run_1/met1.png
(1.5 px per µm)
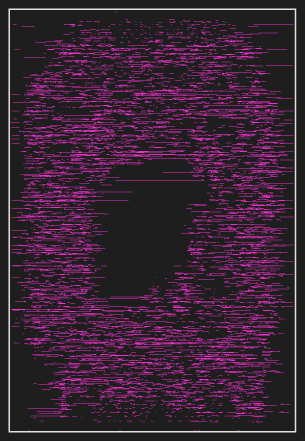
run_1/drive_strength.png
(1.5 px per µm)
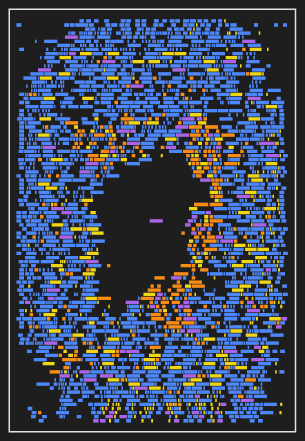
run_1/cell_classes.png
(1.5 px per µm)
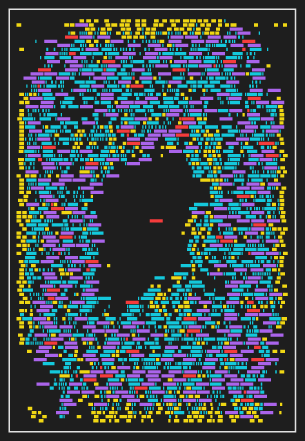
--- config.mk ---
export PLATFORM = sky130hd
export DESIGN_NAME = mix_state_serializer_flat
export DESIGN_NICKNAME = d
export VERILOG_FILES = /design/src/rtl/mix_state_serializer_if.sv /design/src/rtl/mix_state_serializer.sv /design/src/flat_wrapper.sv
export SDC_FILE = /design/constraint.sdc
export NUM_CORES = 1
export LEC_CHECK = 0
export CAP_MARGIN = 20
export CORE_ASPECT_RATIO = 1.5
export CORE_MARGIN = 4
export CORE_UTILIZATION = 43
export DETAILED_ROUTE_END_ITERATION = 8
export PLACE_DENSITY_LB_ADDON = 0.3
export RECOVER_POWER = 50
export SLEW_MARGIN = 15
export SYNTH_ARGS = -nofsm -noshare
export SYNTH_HDL_FRONTEND = slang
export SYNTH_SLANG_ARGS = --single-unit
--- constraint.sdc ---
create_clock -name clk -period 3.5 [get_ports clk]
set_clock_uncertainty 0.1 [all_clocks]
set_input_delay 0.35 -clock clk [delete_from_list [all_inputs] [get_ports clk]]
set_output_delay 0.35 -clock clk [all_outputs]
set_load 0.005 [all_outputs]
--- src/rtl/mix_state_serializer_if.sv ---
// Capture/stream bus between the mixing core, the serializer and the downstream sink.
//
// Handshake semantics (both directions):
//   A capture happens on a posedge where in_valid && in_ready. in_valid is a
//   one-cycle pulse from the mixer, which cannot stall, so a pulse seen while
//   in_ready is low is lost (and counted by the serializer).
//   A beat transfers on a posedge where out_valid && out_ready. Once out_valid
//   is high it stays high, with out_data/out_idx/out_last stable, until that
//   transfer happens; it never depends combinationally on out_ready.
interface mix_state_serializer_if #(
    parameter int W      = 32,
    parameter int NWORDS = 8
);
    logic                  in_valid;
    logic [NWORDS*W-1:0]   in_data;
    logic                  in_ready;
    logic                  out_valid;
    logic                  out_ready;
    logic [W-1:0]          out_data;
    logic [3:0]            out_idx;
    logic                  out_last;

    // Producer/sink side (mixer and downstream consumer).
    modport master (
        output in_valid, in_data, out_ready,
        input  in_ready, out_valid, out_data, out_idx, out_last
    );

    // Serializer side.
    modport slave (
        input  in_valid, in_data, out_ready,
        output in_ready, out_valid, out_data, out_idx, out_last
    );
endinterface

--- src/rtl/mix_state_serializer.sv ---
// Snapshots the packed mixer state on a capture pulse and streams it out one
// word per beat, optionally followed by a mod-2^W checksum beat. Captures
// offered while a stream is in flight are dropped and counted (saturating).
module mix_state_serializer #(
    parameter int W        = 32,
    parameter int NWORDS   = 8,
    parameter bit CKSUM_EN = 1'b1
) (
    input  logic                   clk,
    input  logic                   rst_n,
    mix_state_serializer_if.slave  bus,
    output logic [15:0]            drop_cnt,
    output logic [1:0]             state_dbg
);

    typedef enum logic [1:0] {
        IDLE  = 2'd0,
        SEND  = 2'd1,
        CKSUM = 2'd2
    } state_t;

    localparam logic [3:0] LAST_IDX = 4'(NWORDS - 1);
    localparam logic [3:0] CK_IDX   = 4'(NWORDS);

    state_t                state_q, state_d;
    logic [NWORDS*W-1:0]   snap_q, snap_d;
    logic [W-1:0]          cksum_q, cksum_d;
    logic                  valid_q, valid_d;
    logic [W-1:0]          data_q, data_d;
    logic [3:0]            idx_q, idx_d;
    logic                  last_q, last_d;
    logic [15:0]           drop_q, drop_d;
    logic [W-1:0]          in_sum;
    logic [3:0]            nxt_idx;

    // Checksum of the incoming snapshot, wrapping mod 2^W.
    always_comb begin
        in_sum = '0;
        for (int k = 0; k < NWORDS; k++) begin
            in_sum = in_sum + bus.in_data[k*W +: W];
        end
    end

    // Next-state and next-beat logic; every register holds unless a capture or transfer moves it.
    always_comb begin
        state_d = state_q;
        snap_d  = snap_q;
        cksum_d = cksum_q;
        valid_d = valid_q;
        data_d  = data_q;
        idx_d   = idx_q;
        last_d  = last_q;
        nxt_idx = idx_q + 4'd1;
        case (state_q)
            IDLE: begin
                if (bus.in_valid) begin
                    snap_d  = bus.in_data;
                    cksum_d = in_sum;
                    state_d = SEND;
                    valid_d = 1'b1;
                    data_d  = bus.in_data[W-1:0];
                    idx_d   = 4'd0;
                    last_d  = 1'b0;
                end
            end
            SEND: begin
                if (bus.out_ready) begin
                    if (idx_q == LAST_IDX) begin
                        if (CKSUM_EN) begin
                            state_d = CKSUM;
                            data_d  = cksum_q;
                            idx_d   = CK_IDX;
                            last_d  = 1'b1;
                        end else begin
                            state_d = IDLE;
                            valid_d = 1'b0;
                            data_d  = '0;
                            idx_d   = 4'd0;
                            last_d  = 1'b0;
                        end
                    end else begin
                        idx_d  = nxt_idx;
                        data_d = snap_q[32'(nxt_idx)*W +: W];
                        last_d = !CKSUM_EN && (nxt_idx == LAST_IDX);
                    end
                end
            end
            CKSUM: begin
                if (bus.out_ready) begin
                    state_d = IDLE;
                    valid_d = 1'b0;
                    data_d  = '0;
                    idx_d   = 4'd0;
                    last_d  = 1'b0;
                end
            end
            default: begin
                state_d = IDLE;
                valid_d = 1'b0;
                data_d  = '0;
                idx_d   = 4'd0;
                last_d  = 1'b0;
            end
        endcase
    end

    // A capture pulse that arrives outside IDLE is lost; count it, stopping at all-ones.
    always_comb begin
        drop_d = drop_q;
        if (bus.in_valid && (state_q != IDLE) && (drop_q != 16'hFFFF)) begin
            drop_d = drop_q + 16'd1;
        end
    end

    // State, snapshot and output registers; reset abandons any stream in flight.
    always_ff @(posedge clk or negedge rst_n) begin
        if (!rst_n) begin
            state_q <= IDLE;
            snap_q  <= '0;
            cksum_q <= '0;
            valid_q <= 1'b0;
            data_q  <= '0;
            idx_q   <= 4'd0;
            last_q  <= 1'b0;
            drop_q  <= 16'd0;
        end else begin
            state_q <= state_d;
            snap_q  <= snap_d;
            cksum_q <= cksum_d;
            valid_q <= valid_d;
            data_q  <= data_d;
            idx_q   <= idx_d;
            last_q  <= last_d;
            drop_q  <= drop_d;
        end
    end

    assign bus.in_ready  = (state_q == IDLE);
    assign bus.out_valid = valid_q;
    assign bus.out_data  = data_q;
    assign bus.out_idx   = idx_q;
    assign bus.out_last  = last_q;
    assign drop_cnt      = drop_q;
    assign state_dbg     = state_q;

endmodule

--- src/flat_wrapper.sv ---
// flat-port wrapper written by rule: the top's interface ports become plain ports
module mix_state_serializer_flat 
#(
    parameter int W        = 32,
    parameter int NWORDS   = 8,
    parameter bit CKSUM_EN = 1'b1
)
  (clk, rst_n, drop_cnt, state_dbg, bus_in_valid, bus_in_data, bus_out_ready, bus_in_ready, bus_out_valid, bus_out_data, bus_out_idx, bus_out_last);
  mix_state_serializer_if #(.W(W), .NWORDS(NWORDS)) bus_i ();
  input  logic clk;
  input  logic rst_n;
  output logic [15:0] drop_cnt;
  output logic [1:0] state_dbg;
  input wire logic [$bits(bus_i.in_valid)-1:0] bus_in_valid;
  input wire logic [$bits(bus_i.in_data)-1:0] bus_in_data;
  input wire logic [$bits(bus_i.out_ready)-1:0] bus_out_ready;
  output wire logic [$bits(bus_i.in_ready)-1:0] bus_in_ready;
  output wire logic [$bits(bus_i.out_valid)-1:0] bus_out_valid;
  output wire logic [$bits(bus_i.out_data)-1:0] bus_out_data;
  output wire logic [$bits(bus_i.out_idx)-1:0] bus_out_idx;
  output wire logic [$bits(bus_i.out_last)-1:0] bus_out_last;
  assign bus_i.in_valid = bus_in_valid;
  assign bus_i.in_data = bus_in_data;
  assign bus_i.out_ready = bus_out_ready;
  assign bus_in_ready = bus_i.in_ready;
  assign bus_out_valid = bus_i.out_valid;
  assign bus_out_data = bus_i.out_data;
  assign bus_out_idx = bus_i.out_idx;
  assign bus_out_last = bus_i.out_last;
  mix_state_serializer #(.W(W), .NWORDS(NWORDS), .CKSUM_EN(CKSUM_EN)) u_core (.clk(clk), .rst_n(rst_n), .bus(bus_i), .drop_cnt(drop_cnt), .state_dbg(state_dbg));
endmodule
==> metrics.cfg, run 1 <==
[critical_path]
setup.worst_path.start=bus_in_data[97]
cp_num_buf_inv=4
cp.depth=18
r2r_start=u_core.bus.out_idx[0]
startpoint_type=input port
cp-end-kind=flip-flop
r2r_slack_ns=-0.32
reg2reg_to=u_core.bus.out_data[1]
cp_common_cell=fa_2
timing.critical_path.slowest_cell_delay_ns=0.54
cp.required_ns=3.79
cp_slowest_cell=fa_2
arrival_ns=4.48
cp_top_family=adder cells
crit_type=input port to flip-flop
worst-r2r-cell-count=5
path_max_fanout=2
crit_path_end=u_core.cksum_q[16]
path_cells=clkdlybuf4s15_1, inv_2, fa_1, fa_2, fa_2, inv_2, fa_2, ha_4, fa_2, a211oi_4, o21ai_4, buf_6, a41oi_4, o21ai_2, a21o_1, a21oi_2, xor2_1, o21ai_1

[die]
chip_area_um2=53300
io_pins=317
fp-utilization_pct=43.7
coreArea_um2=48800
die_y_um=281
rows=99
fp.dieW_um=190

[synthesis]
syn_nets=2617
ys_area_um2=21300
synth_area_per_cell_um2=9.96
ys_ff=344
flop_cell=dfrtp_1
ys_cells=2140
synth_seq_share_pct=40.4
synthCells=2140
synth-edff-count=0
yosysWarningCount=0
async_flop_share_pct=100
synth.distinct_cells=59
netlist_area_um2=21300

[sta]
setup_viol_count_final=44
period_needed_ns=4.19
hold_viol=1
rsz0062_at_grt=true
tightest_slew_ns=2.12
setup_slack_ns=-0.694
fin_crit_sh_pct=120
fmax_mhz=238
hold_ws_ns=-0.00107
drv_slew=151
relSlewSlack_pct=-41.2

[pwr]
finalPower_w=0.0305
p_leak_nw=13.8
irDropWorstVdd_mv=0.609
power_density_nw_per_um2=1070

[run_status]
outcome=complete, but fails checks
violations=negative hold slack, max-capacitance violations, max-slew violations, negative setup slack

[detailed_routing]
detail-route-antenna-nets=0
vias=16800
drt-initial-drc-count=933
vias_per_cell=5.09
dr.pass1.iters=5
wirelength_um=59700
drc_errors=0
wl_per_cell_um=18.1

[layout]
finalInstanceArea_um2=28500
layout_top_cells=505 x nand2_1, 344 x dfrtp_1, 223 x inv_1
layout_top_cell=nand2_1
areaGrowthSynthToFinish_pct=33.9
utilization_pct=58.5
layout-drive-gt1-share_pct=24.3
finalNetCount=3094

[grt]
overflow=0
global_route.usage.total_pct=22.4
grtUsageMet3_pct=3.25
grt_start_max_net_pins=139
antenna_found_initial=1
grt_first_pass_wirelength_um=95000
grtUsageMet2_pct=42.4
top_usage_layer=met2
grt_pass1_vias=18400
grt_use_met1_pct=25.4

[clock_network]
clockBufferDepth=3
htree_num_levels=2
cts_sinks=344
cts_root_buf=clkbuf_16
clkTransAtPathRegs_ns=0.06
cts_tree=yes
clock_latency_ns=0.52
cts_buffers=36

[job]
openroad.warnings=35
maxCapViolations=2

[hold_path]
holdCritPathClass=input port to flip-flop

[placement]
gp_congestion=0.852
dp_hpwl_um=44700
placed_cell_area_um2=26500
io_buffer_count=316

Notes on met1.png above:
- share of all routed wire: 36%
- nets with wire on the layer: 2,824
- wire length on this layer: 21.3 mm
- main direction: horizontal
- longest straight run: 58.9 µm

Notes on drive_strength.png above:
- blue: drive 1 or less (cells 2,000)
- orange: drive 3 to 4 (cells 242)
- purple: drive 6 and up (cells 87)
- yellow: drive 2 (cells 313)

Notes on cell_classes.png above:
- yellow: other buffers and delay cells (cells 540)
- red: clock drivers and dummy loads (cells 63)
- cyan: all other logic (cells 1,695)
- purple: flip-flops (cells 344)

## run 1: synthesized netlist by cell type, drive strengths merged (14+ instances only)
| cell type | instances | share of area (%) |
|---|---|---|
| a21o | 14 | 0.49 |
| a21oi | 31 | 0.75 |
| a22oi | 31 | 1.2 |
| clkbuf | 88 | 1.6 |
| dfrtp | 344 | 40 |
| fa | 183 | 17 |
| ha | 34 | 2.0 |
| inv | 369 | 6.5 |
| mux2i | 28 | 1.3 |
| mux4 | 64 | 6.8 |
| nand2 | 510 | 9.0 |
| nor2 | 29 | 0.52 |
| o21ai | 233 | 5.5 |
| o221ai | 28 | 1.2 |
| xnor2 | 33 | 1.4 |
| xor2 | 17 | 0.70 |
## run 1: timing repair
| action | in CTS | in global routing |
|---|---|---|
| gates resized | 436 | 133 |
| setup endpoints to repair | 29 | 27 |
| pin swaps | 151 | 154 |
| buffers inserted | 31 | 23 |
| hold endpoints to repair | 113 | 0 |
| hold buffers | 11 | 0 |
## run 1: worst min-delay path by stage
stage	slack, ns	cells past startpoint	start	end
global route	0.01	3	bus_in_data[3]	u_core.snap_q[3]
finish	-0.001	3	bus_in_data[168]	u_core.snap_q[168]
CTS	0.002	3	bus_in_data[104]	u_core.snap_q[104]
global placement	0.35	2	u_core.snap_q[249]	u_core.snap_q[249]
detailed placement	0.36	2	u_core.snap_q[240]	u_core.snap_q[240]
floorplan	-0.05	0	rst_n	u_core.bus.out_data[0]
## run 1: worst min-delay path: stages
cell and delay (ns):
clkbuf_2 0.09, inv_2 0.06, o21ai_0 0.08
## run 1: sequential cells by signal (all words and copies together) (netlist names)
register / count
u_core.bus.out_idx: 4
u_core.cksum_q: 32
u_core.drop_cnt: 16
u_core.snap_q: 256
u_core.bus.out_data: 32
u_core.bus.out_last: 1
u_core.bus.out_valid: 1
u_core.state_dbg: 2
## run 1: logic make-up after synthesis
group | Yosys count | synth area share [%]
AND-OR/OR-AND | 381 | 10.8
XOR/XNOR | 50 | 2.06
adder cells (fa/ha/maj) | 217 | 19.2
buffers and inverters | 470 | 8.36
flip-flops | 344 | 40.4
multiplexers | 98 | 8.40
AND/OR/NAND/NOR | 580 | 10.8
## run 1: layer usage
metal / wire, µm / vias to the layer above / part of all wire (%)
met2: 33100 / 477 / 56
li1: - / 7811 / -
met4: 2270 / 0 / 3.8
met5: 0 / - / 0
met1: 21300 / 8389 / 36
met3: 2920 / 126 / 4.9
## run 1: layout make-up
cell class	instances	area, µm²
clock inverters	14	104
repair buffers	540	4840
multi-input cells	1326	11700
clock buffers	49	1020
well taps	656	821
inverters	369	1410
fillers	4215	20300
diodes	1	2.50
flip-flops and latches	344	8610
## run 1: report_power, final
group / switching, W / internal (W)
Clock: 0.00163 / 0.00212
Combinational: 0.00970 / 0.0103
Sequential: 0.00104 / 0.00566
Total: 0.0124 / 0.0181
## run 1: metrics by stage
step | hold WS [ns] | TNS (ns) | setup WS, ns | instances
floorplan | -0.0456 | -14.99 | -0.927 | 2140
global placement | 0.352 | -40.80 | -1.74 | 3177
detailed placement | 0.359 | -42.32 | -1.83 | 3177
CTS | 0.00221 | -15.37 | -0.859 | 3278
global route | 0.0122 | -20.60 | -0.796 | 3299
finish | -0.00107 | -14.61 | -0.694 | 3299
run_1/zoom.png
Region (35, 198) to (60, 223) µm. Cells in grey, sequential cells in the stronger grey; small squares are vias.
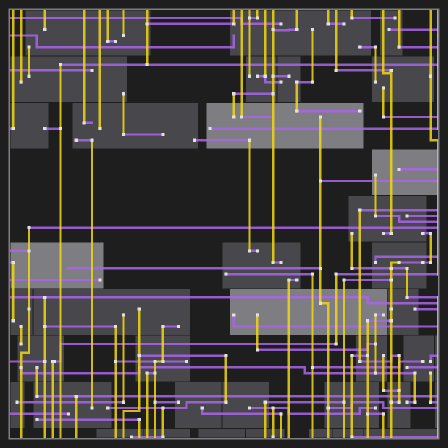

==> run 1 -> run 2 <==
- CORE_ASPECT_RATIO: 1.5 -> unset
- HOLD_SLACK_MARGIN: unset -> 0.15
run_2/zoom.png
Region (45, 160) to (70, 185) µm. Cells in grey, sequential cells in the stronger grey; small squares are vias.
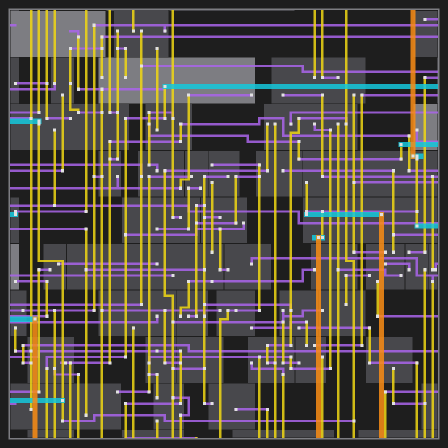
- orange: met4
- cyan: met3
- yellow: met2
- purple: met1
- cells with their middle in the window: 37
- netlist names of flops here include: u_core.bus.out_data (1), u_core.snap_q (1)
- sequential cells in the window: 2
- most frequent: buf_4 (9)

run_2/final_congestion.png
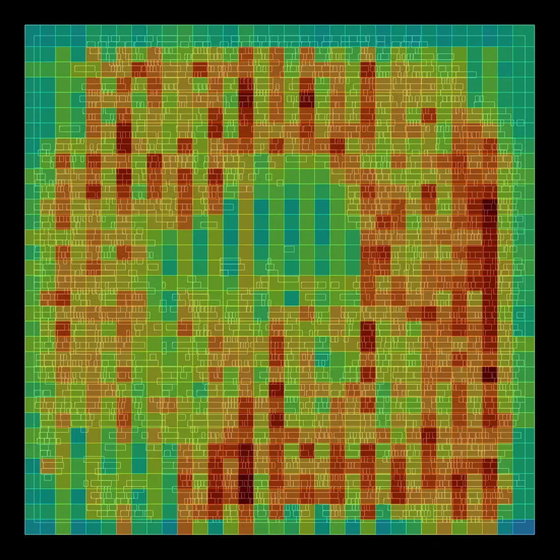
Routed wire per std cell: 18.3 µm
Layout Utilization: 60.7%
GRT met3 Usage: 5.94%
GR Util All Layers: 23.7%

==> metrics.cfg, run 2 <==
[run_status]
outcome=complete, but fails checks
violations=max-capacitance violations, max-slew violations, negative setup slack

[detailed_routing]
vias_per_cell=5.11  ; +0.37%
wl_met1_um=25500  ; +20%
wl_met3_um=4470  ; +53%
drc_errors=0  ; unchanged
wirelength_um=62800  ; +5.3%
dr.pass1.iters=7  ; +2
detail-route-antenna-nets=0  ; unchanged
routed-wl-met2_um=30900  ; -6.7%
drt-initial-drc-count=1165  ; +25%
route.top_layer_used=met5
vias=17600  ; +4.4%

[synthesis]
synth-edff-count=0  ; unchanged
top_area_share_pct=40.4  ; unchanged
synth_area_per_cell_um2=9.96  ; unchanged
async_flop_share_pct=100  ; unchanged
adder_share_pct=19.2  ; unchanged
synth.distinct_cells=59  ; unchanged
mux_area_share_pct=8.40  ; unchanged
synthTopLogicFamily=adder cells
yosysMostFrequentCell=nand2_1
syn_nets=2617  ; unchanged
largest_area_cell=dfrtp_1
netlist_area_um2=21300  ; unchanged
synthSimpleGateAreaFrac_pct=10.8  ; unchanged
ys_area_um2=21300  ; unchanged
yosys-top-cells-count=510 x nand2_1, 369 x inv_1, 344 x dfrtp_1, 227 x o21ai_0, 183 x fa_1
xor_share_pct=2.06  ; unchanged
ys_ff=344  ; unchanged
synth_seq_share_pct=40.4  ; unchanged
compound_area_share_pct=10.8  ; unchanged
flop_cell=dfrtp_1
area_leaders=dfrtp_1 40%, fa_1 17%, nand2_1 9.0%
yosysWarningCount=0  ; unchanged
synthCells=2140  ; unchanged
ys_cells=2140  ; unchanged

[die]
fp-utilization_pct=43.5  ; -0.13 points
coreArea_um2=49000  ; +0.30%
die_y_um=231  ; -18%
fp.dieW_um=231  ; +22%
chip_area_um2=53200  ; -0.14%
io_pins=317  ; unchanged
rows=81  ; -18%

[grt]
grt_first_pass_wirelength_um=101000  ; +6.5%
antenna_found_initial=14  ; +13
grt_pass1_vias=19000  ; +3.2%
grt_start_max_net_pins=94  ; -32%
overflow=0  ; unchanged

[clock_network]
clkTransAtPathRegs_ns=0.06  ; about the same
cts_sinks=344  ; unchanged
cts_root_buf=clkbuf_16
cts_tree=yes
cts_buffers=41  ; +14%
clockBufferDepth=3  ; unchanged
clock_latency_ns=0.56  ; +0.04 ns
htree_num_levels=2  ; unchanged

[layout]
logic_area_um2=11700  ; -0.57%
n_fill_cell=3995  ; -5.2%
finalNonFillerCells=3433  ; +4.1%
largest-register=u_core.snap_q
finalNetCount=3211  ; +3.8%
seq_area_um2=8610  ; about the same
layout_top_cells=504 x nand2_1, 343 x dfrtp_1, 231 x inv_1
largest_register_ffs=256  ; unchanged
layout_top_cell=nand2_1
layout-drive-gt1-share_pct=23.9  ; -0.37 points
areaGrowthSynthToFinish_pct=39.5

[sta]
setup_slack_ns=-0.843  ; -0.149 ns
relSlewSlack_pct=-69.2  ; -28 points
setup_tns_ns=-14.60  ; +0.00610 ns
setup_viol_count_final=42  ; -4.5%
drv_slew=129  ; -15%
tightest_slew_ns=2.54  ; +0.420 ns
fmax_mhz=230  ; -3.4%
fin_crit_sh_pct=124  ; +4.2 points
rsz0062_at_grt=true
hold_ws_ns=0.141  ; +0.142 ns
hold_viol=0  ; -1
period_needed_ns=4.34  ; +0.149 ns

[pwr]
power_density_nw_per_um2=1040  ; -2.9%
finalPower_w=0.0308  ; +1.1%
irDropWorstVdd_mv=0.648  ; +6.4%
p_leak_nw=14.4  ; +4.2%

[critical_path]
cp_top_family=adder cells
r2r_start=u_core.bus.out_idx[0]
r2r_slack_ns=-0.12  ; +0.20 ns
crit_type=input port to flip-flop
arrival_ns=4.73  ; +0.25 ns
path_max_fanout=4  ; +2
cp.required_ns=3.89  ; +0.10 ns
path_cells=buf_6, inv_4, fa_1, inv_2, fa_1, fa_1, inv_2, fa_1, inv_2, ha_4, buf_4, buf_6, inv_2, o22ai_2, a41o_1, or2_4, a22oi_4, o21ba_4, or4_4, nand3_2
cp-end-kind=flip-flop
worst-r2r-cell-count=5  ; unchanged
cp_num_buf_inv=8  ; +4
startpoint_type=input port
cp_slowest_cell=fa_1
reg2reg_to=u_core.bus.out_data[24]
timing.critical_path.slowest_cell_delay_ns=0.55  ; about the same

[job]
maxCapViolations=2  ; unchanged
openroad.warnings=29  ; -17%

[hold_path]
holdPathEnd=u_core.snap_q[24]
holdCritPathClass=input port to flip-flop
worst_hold_path.num_cells=3  ; unchanged
min-delay-start=bus_in_data[24]

[placement]
gp_congestion=0.882  ; +3.5%
io_buffer_count=316  ; unchanged
dp_hpwl_um=44400  ; -0.56%
place_inst=3190  ; +0.41%

## run 2: cell counts after synthesis
No cell type changed its count.
## run 2: routing by layer
metal  vias up  global-route usage (%)
met3       138                    5.94
met2       558                    39.7
met4        14                    7.84
li1       8050                       -
met1      8790                    30.5
met5         -                       0
## run 2: cell type report
| type | count | area share (%) |
|---|---|---|
| Inverter | 369 | 4.74 |
| Clock inverter | 14 | 0.501 |
| Sequential cell | 344 | 29.0 |
| Antenna cell | 7 | 0.0589 |
| Clock buffer | 57 | 3.96 |
| Tap cell | 664 | 2.79 |
| Timing Repair Buffer | 652 | 19.7 |
| Multi-Input combinational cell | 1326 | 39.2 |
## run 2: kinds of logic (layout without fill, tap and decap cells)
logic type                 after synthesis  count (layout)
buffers and inverters                  470            1092
AOI/OAI and AO/OA                      381             381
muxes                                   98              98
xor gates and xnor gates                50              50
adders and majority gates              217             217
DFF                                    344             344
and+or+nand+nor                        580             580
other                                    0               7
## run 2: power breakdown
group / internal, W / switching, W
sequential: 0.00567 / 0.00103
combinational: 0.0102 / 0.00963
clock: 0.00256 / 0.00173
## run 2: how the worst max path moves through the flow
stage	start	cells past startpoint	endpoint
after floorplan	bus_in_data[75]	18	u_core.cksum_q[31]
after global placement	bus_in_data[3]	18	u_core.cksum_q[24]
after detailed placement	bus_in_data[3]	18	u_core.cksum_q[24]
after CTS	bus_in_data[66]	18	u_core.cksum_q[28]
after global routing	bus_in_data[105]	20	u_core.cksum_q[29]
final	bus_in_data[105]	20	u_core.cksum_q[29]
## run 2: worst min-delay path: stages
cell and delay (ns):
dlymetal6s2s_1 0.17, inv_1 0.11, o21ai_0 0.10
## run 2: per-stage QoR
| stage | setup WS, ns | area, µm² | utilization [%] |
|---|---|---|---|
| after detailed placement | -1.84 | 26600 | 54.2 |
| final | -0.843 | 29700 | 60.7 |
| after global placement | -1.78 | 26600 | 54.2 |
| after floorplan | -0.927 | 21500 | - |
| after CTS | -0.890 | 29300 | 60.0 |
| after global routing | -0.934 | 29700 | 60.7 |
## run 2: timing repair
action,in CTS,in global routing
resized,423,96
setup endpoints to repair,28,27
setup buffers,40,21
endpoints found under the hold margin,180,11
hold buffers,97,11
pin swaps,156,121
run_2/met1.png
(2 px per µm)
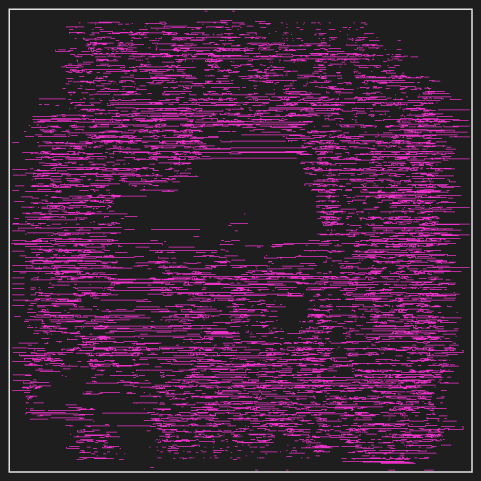

==> run 2 -> run 3 <==
- CORE_UTILIZATION: 43 -> 45
run_3/met1.png
(2 px per µm)
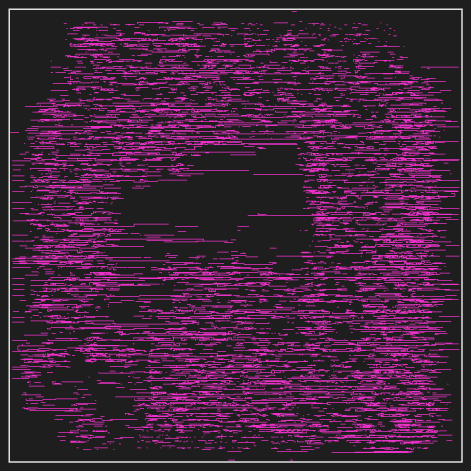
grt met1 use: 33.0%
vias after detailed routing: 17,700

run_3/final_congestion.png
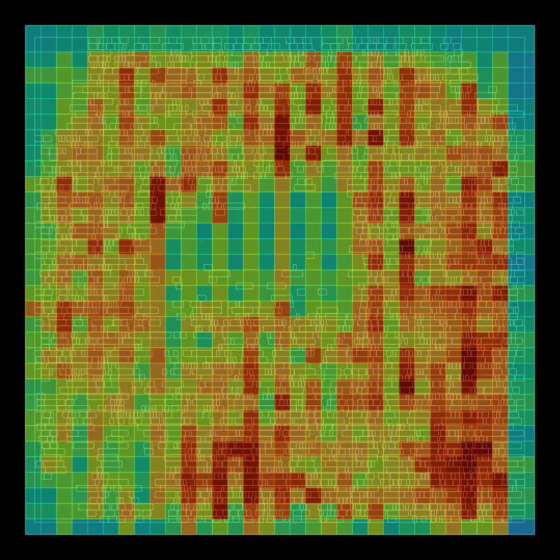
Layout Utilization: 63.7%
GR Util met2: 42.0%
GRT met3 Usage: 6.50%

==> metrics.cfg, run 3 <==
[run_status]
outcome=complete, but fails checks
violations=max-capacitance violations, max-slew violations, negative setup slack

[synthesis]
flop_cell=dfrtp_1
yosys-top-cells-count=510 x nand2_1, 369 x inv_1, 344 x dfrtp_1, 227 x o21ai_0, 183 x fa_1
largest_area_cell=dfrtp_1
area_leaders=dfrtp_1 40%, fa_1 17%, nand2_1 9.0%
ys_area_um2=21300  ; unchanged
synth_area_per_cell_um2=9.96  ; unchanged
synthCells=2140  ; unchanged
ys_cells=2140  ; unchanged
ys_ff=344  ; unchanged
yosysMostFrequentCell=nand2_1
top_area_share_pct=40.4  ; unchanged
synth-edff-count=0  ; unchanged
netlist_area_um2=21300  ; unchanged
async_flop_share_pct=100  ; unchanged
synth.distinct_cells=59  ; unchanged

[layout]
largest-register=u_core.snap_q
largest_register_ffs=256  ; unchanged
layout_top_cell=nand2_1
layout_top_cells=504 x nand2_1, 343 x dfrtp_1, 235 x inv_1
layout-drive-gt1-share_pct=24.7  ; +0.72 points
finalNetCount=3212  ; +0.031%
n_fill_cell=3585  ; -10%
finalInstanceArea_um2=29700  ; about the same
areaGrowthSynthToFinish_pct=39.5  ; about the same

[sta]
hold_ws_ns=0.190  ; +0.0494 ns
hold_viol=0  ; unchanged
setup_viol_count_final=47  ; +12%
fin_crit_sh_pct=123  ; -1.3 points
setup_slack_ns=-0.799  ; +0.0446 ns
tightest_slew_ns=2.47  ; -0.0637 ns
period_needed_ns=4.30  ; -0.0446 ns
rsz0062_at_grt=true
fmax_mhz=233  ; +1.0%
drv_slew=123  ; -4.7%

[pwr]
p_leak_nw=14.4  ; about the same
swShare_pct=40.4  ; +0.19 points
clkPwrFrac_pct=14.1  ; +0.2 points
pwr-share-seq_pct=21.3  ; -0.4 points
pwr-share-comb_pct=64.6  ; +0.3 points
p_int_w=0.0187  ; +1.7%
irDropWorstVdd_mv=0.627  ; -3.3%
finalPower_w=0.0314  ; +2.0%

[critical_path]
r2r_start=u_core.bus.out_idx[0]
cp.depth=17  ; -15%
setup.worst_path.start=bus_in_data[233]
r2r_slack_ns=-0.22  ; -0.10 ns
cp.required_ns=3.89  ; about the same
crit_path_end=u_core.cksum_q[29]
timing.critical_path.slowest_cell_delay_ns=0.57  ; +0.02 ns
cp_num_buf_inv=5  ; -3
arrival_ns=4.69  ; -0.04 ns
reg2reg_to=u_core.bus.out_data[8]
path_max_fanout=4  ; unchanged
cp-end-kind=flip-flop
crit_type=input port to flip-flop
worst-r2r-cell-count=5  ; unchanged
path_cells=clkdlybuf4s50_1, inv_2, fa_1, inv_2, fa_1, inv_1, fa_1, inv_2, ha_4, nand4_1, nor3_2, and4_4, or2_4, a22oi_4, o21ba_4, or4_4, nand3_2
cp_top_family=adder cells
startpoint_type=input port

[grt]
global_route.usage.total_pct=25.4  ; +1.7 points
grt_pass1_vias=19300  ; +1.6%
overflow=0  ; unchanged
grt_first_pass_wirelength_um=103000  ; +1.5%
grt_start_max_net_pins=111  ; +18%
antenna_found_initial=13  ; -1

[detailed_routing]
drc_errors=0  ; unchanged
drt-initial-drc-count=1273  ; +9.3%
wl_per_cell_um=19.0  ; +3.9%
dr.pass1.iters=8  ; +1
wirelength_um=64200  ; +2.3%
detail-route-antenna-nets=0  ; unchanged
vias_per_cell=5.24  ; +2.5%

[clock_network]
cts_sinks=344  ; unchanged
clock_latency_ns=0.56  ; about the same
clockBufferDepth=3  ; unchanged
clkTransAtPathRegs_ns=0.06  ; about the same
cts_root_buf=clkbuf_16

[die]
io_pins=317  ; unchanged
fp-utilization_pct=45.7  ; +2.1 points
die_y_um=226  ; -2.2%
coreArea_um2=46700  ; -4.7%
chip_area_um2=50900  ; -4.3%
fp.dieW_um=226  ; -2.2%
rows=79  ; -2.5%

[placement]
gp_congestion=0.885  ; +0.36%
placed_cell_area_um2=26400  ; -0.72%
io_buffer_count=316  ; unchanged
dp_hpwl_um=43700  ; -1.6%

[job]
maxCapViolations=2  ; unchanged
openroad.warnings=32  ; +10%

[hold_path]
holdCritPathClass=input port to flip-flop
min-delay-start=bus_in_data[33]

run 3: cell counts after synthesis:
Identical to the previous run, type by type.
run 3: kinds of logic after synthesis:
group	Yosys count	share of synthesized area, %
buf+inv	470	8.36
xor+xnor	50	2.06
mux	98	8.40
compound gates	381	10.8
flops	344	40.4
fa+ha+maj	217	19.2
simple gates	580	10.8
run 3: layer usage:
metal,vias to the layer above,global-route usage [%],share of wire (%)
met4,16,8.58,3.1
met5,-,0,0.16
li1,8072,-,-
met3,165,6.50,7.5
met1,8768,33.0,40
met2,679,42.0,49
run 3: power groups by stage:
stage | combinational, W | sequential, W | clock, W
after CTS | 0.0187 | 0.00667 | 0.00450
after global routing | 0.0221 | 0.00687 | 0.00467
after floorplan | 0.0105 | 0.00636 | 0
final | 0.0203 | 0.00671 | 0.00442
after global placement | 0.0156 | 0.00662 | 0
after detailed placement | 0.0160 | 0.00671 | 0
run 3: cell type report:
| type | instances | area (µm²) | share of cell area [%] |
|---|---|---|---|
| clock inverters | 12 | 118 | 0.396 |
| well taps | 607 | 759 | 2.55 |
| repair buffers | 653 | 5870 | 19.7 |
| diodes | 5 | 12.5 | 0.0421 |
| inverters | 369 | 1420 | 4.76 |
| multi-input cells | 1326 | 11700 | 39.2 |
| clock buffers | 62 | 1280 | 4.30 |
| flip-flops and latches | 344 | 8610 | 29.0 |
run 3: how the worst min path moves through the flow:
stage                                        end  slack, ns  cells past startpoint
after floorplan           u_core.bus.out_data[0]      -0.05                      0
after global placement         u_core.snap_q[41]       0.33                      1
after detailed placement       u_core.snap_q[41]       0.33                      1
after CTS                      u_core.snap_q[15]       0.15                      3
after global routing           u_core.snap_q[33]       0.19                      3
final                          u_core.snap_q[33]       0.19                      3
run 3: worst register-to-register path, stage by stage, from the launching register on:
cell and delay (ns):
dfrtp_4 0.48, ha_1 1.67, buf_4 0.54, mux4_2 0.43
mux2i_1 0.16, o221ai_1 0.15
run 3: timing repair:
action                     in CTS  in global routing
setup endpoints to repair      28                 29
resized                       427                100
hold buffers                   93                  7
hold endpoints to repair      173                  7
setup buffers                  78                 17
pin swaps                     138                114
run 3: through the flow:
step,utilization [%],setup WS [ns],instances
floorplan,-,-0.927,2140
global placement,56.5,-1.77,3117
detailed placement,56.5,-1.89,3117
CTS,63.2,-0.932,3361
global route,63.7,-0.928,3375
finish,63.7,-0.799,3378
No activity file was given, so power comes from the tool's default toggle rates.
